==> images/closeup.png <==
Region (29, 46) to (59, 76) um. Cells in grey, sequential cells in the stronger grey; small squares are vias.
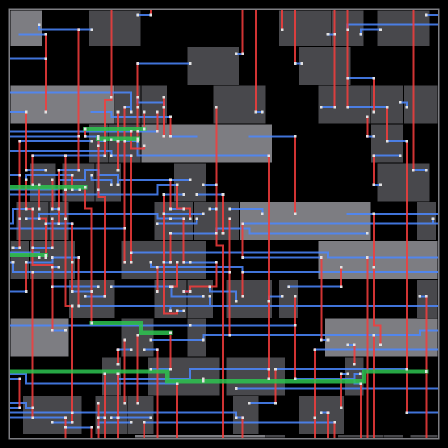
==> images/m1.png <==
Scale: 4 px per um. Supply wires on this layer in grey.
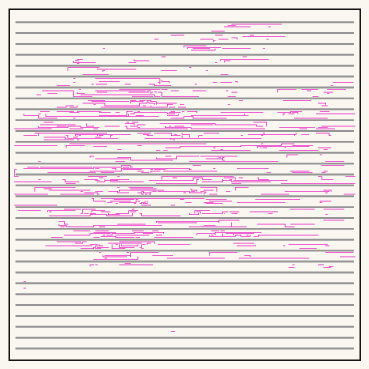
==> config.mk <==
export PLATFORM = sky130hd
export DESIGN_NAME = shift_ram_ctrl
export DESIGN_NICKNAME = d
export VERILOG_FILES = /design/src/rtl/shift_ram_ctrl_pkg.sv /design/src/rtl/shift_ram_ptr.sv /design/src/rtl/shift_ram_ctrl.sv
export SDC_FILE = /design/constraint.sdc
export NUM_CORES = 1
export LEC_CHECK = 0
export CORE_UTILIZATION = 25
export CTS_CLUSTER_DIAMETER = 120
export DETAILED_ROUTE_END_ITERATION = 16
export GPL_ROUTABILITY_DRIVEN = 0
export GPL_TIMING_DRIVEN = 0
export HOLD_SLACK_MARGIN = 0.12
export SLEW_MARGIN = 15
export SYNTH_ARGS = -nofsm -noshare
export SYNTH_HDL_FRONTEND = slang
export SYNTH_SLANG_ARGS = --single-unit
==> constraint.sdc <==
create_clock -name clk -period 3.35 [get_ports clk]
set_input_delay 0.5025 -clock clk [delete_from_list [all_inputs] [get_ports clk]]
set_output_delay 0.5025 -clock clk [all_outputs]
set_load 0.02 [all_outputs]
==> impl_metrics.yaml <==
# synthesis and place-and-route metrics
sta:
  finalHoldViolations: 0
  post-route-period-util: 0.8818
  setup-tns-final_ns: 0
  max_freq_mhz: 338.5
  max_slew_margin: 0.5057
  grt_setup_unrepaired: "no"
  fin_hold_ws_ns: 0.2793
  min_period_ns: 2.954
  fin_worst_skew_ns: 0.007318
  setup_violations: 0
run_status:
  status: "completed"
min_path:
  min_path_type: "primary input to async pin"
layout:
  syn_to_final_growth_pct: 42.31
  logic_area_um2: 897.1
  regArea_um2: 827.0
  fillerInstances: 713
clock_network:
  clk_transition_reported_paths_ns: 0.07
  htree_levels: 2
  post-cts-setup-buffers: 0
  hold_buffers: 0
  tritoncts: "built"
synthesis:
  edf_count: 0
  yosys.area.top_type: "dfrtp_1"
  synth_chip_area_mm2: 0.001822
  synth_warnings: 0
  async_flop_share: 1.000
  syn_avg_cell_area_um2: 10.18
  yosysSeqAreaShare: 0.4540
  ys_cells: 179
  flop_cell: "dfrtp_1"
  topCellsByArea: "dfrtp_1, mux2_2, nand3_1"
  syn_area_mm2: 0.001822
  numSynthFlops: 33
worst_setup_path:
  critPathLaunchType: "register"
  critPathMaxFanout: 10
  cp-end-kind: "primary output"
  ff2ff_path_depth: 6
  critPathArrivalTime_ns: 2.45
  cp_top_family: "buffers and inverters"
  worst-path-buf-inv: 3
  cp_slowest_cell: "clkdlybuf4s50_1"
die:
  die_height_um: 87.37
  io_pins: 62
  fp.coreArea_mm2: 0.006907
  die_w_um: 87.37
  die-area_mm2: 0.007633
power:
  p_leak_nw: 1.075
  power_density_mw_per_mm2: 351.5
  p_clk_frac: 0.321
  switching_share: 0.2721
route:
  vias_per_cell: 4.581
  drcViolationCount: 0
place:
  numPortBuffers: 57
  place_hpwl_um: 3226
job:
  tool_warnings: 26
  maxCapViolations: 0
global_route:
  grt_use_total: 0.1217
  grt_pass1_vias: 1436
  antenna_found_initial: 0
About closeup.png:
[green] M3
[blue] M1
[red] M2
cells with their middle in the window: 49
most frequent: clkdlybuf4s50_1 (9), nand3_1 (5), dfrtp_1 (5)
sequential cells in the window: 5

About m1.png:
longest straight run: 34.0 um
wire length on this layer: 2210 um
nets with wire on the layer: 225
share of all routed wire: 50%
M1 GR Usage: 0.1773
final WL: 4453 um
DR vias: 1562

==> cell usage after synthesis, drive strengths merged, types with 4 or more instances <==
master and count:
a21oi 6, a31oi 4, and3 5, buf 11, clkbuf 4, dfrtp 32, mux2 19, nand2 14
nand3 12, nand4 4, nor2 10, nor2b 10, or3 5, xor2 4
==> routing by layer <==
layer,vias to the layer above,track usage,share of wire
li1,757,-,-
met1,744,0.1773,0.50
met2,58,0.1740,0.43
met3,3,0.03318,0.070
met4,0,0.03577,0.0061
met5,-,0,0
==> logic make-up (layout without fill, tap and decap cells) <==
logic type	Yosys count	count (layout)	share of synthesized area
AND-OR/OR-AND	23	23	0.09547
other	2	3	0.004122
adder cells (fa/ha/maj)	2	2	0.01373
multiplexers	19	19	0.1174
buffers and inverters	18	83	0.05563
XOR/XNOR	7	7	0.03365
AND/OR/NAND/NOR	75	75	0.2260
flip-flops	33	33	0.4540
==> cell type report <==
cell class / count / area share
Buffer: 15 / 0.03475
Clock inverter: 1 / 0.001930
Timing Repair Buffer: 57 / 0.2181
Clock buffer: 7 / 0.02944
Sequential cell: 33 / 0.3190
Multi-Input combinational cell: 129 / 0.3460
Tap cell: 96 / 0.04633
Inverter: 3 / 0.004344
==> power by group through the flow <==
stage	combinational, mW	sequential (mW)	clock, mW
after floorplan	0.0629	0.468	0
after global placement	0.183	0.443	0
after detailed placement	0.184	0.444	0
after CTS	0.185	0.436	0.300
after global routing	0.196	0.439	0.322
final	0.182	0.436	0.293
==> through the flow <==
| stage | power [mW] | instances | util | cell area, um^2 |
|---|---|---|---|---|
| 6_report | 0.9112 | 341 | 0.3754 | 2592 |
| 5_1_grt | 0.9568 | 341 | 0.3754 | 2592 |
| 4_1_cts | 0.9214 | 341 | 0.3754 | 2592 |
| 3_5_place_dp | 0.6283 | 333 | 0.3636 | 2511 |
| 3_3_place_gp | 0.6264 | 333 | 0.3643 | 2516 |
| 2_1_floorplan | 0.5312 | 180 | - | 1826 |
No activity file was given, so power comes from the tool's default toggle rates.
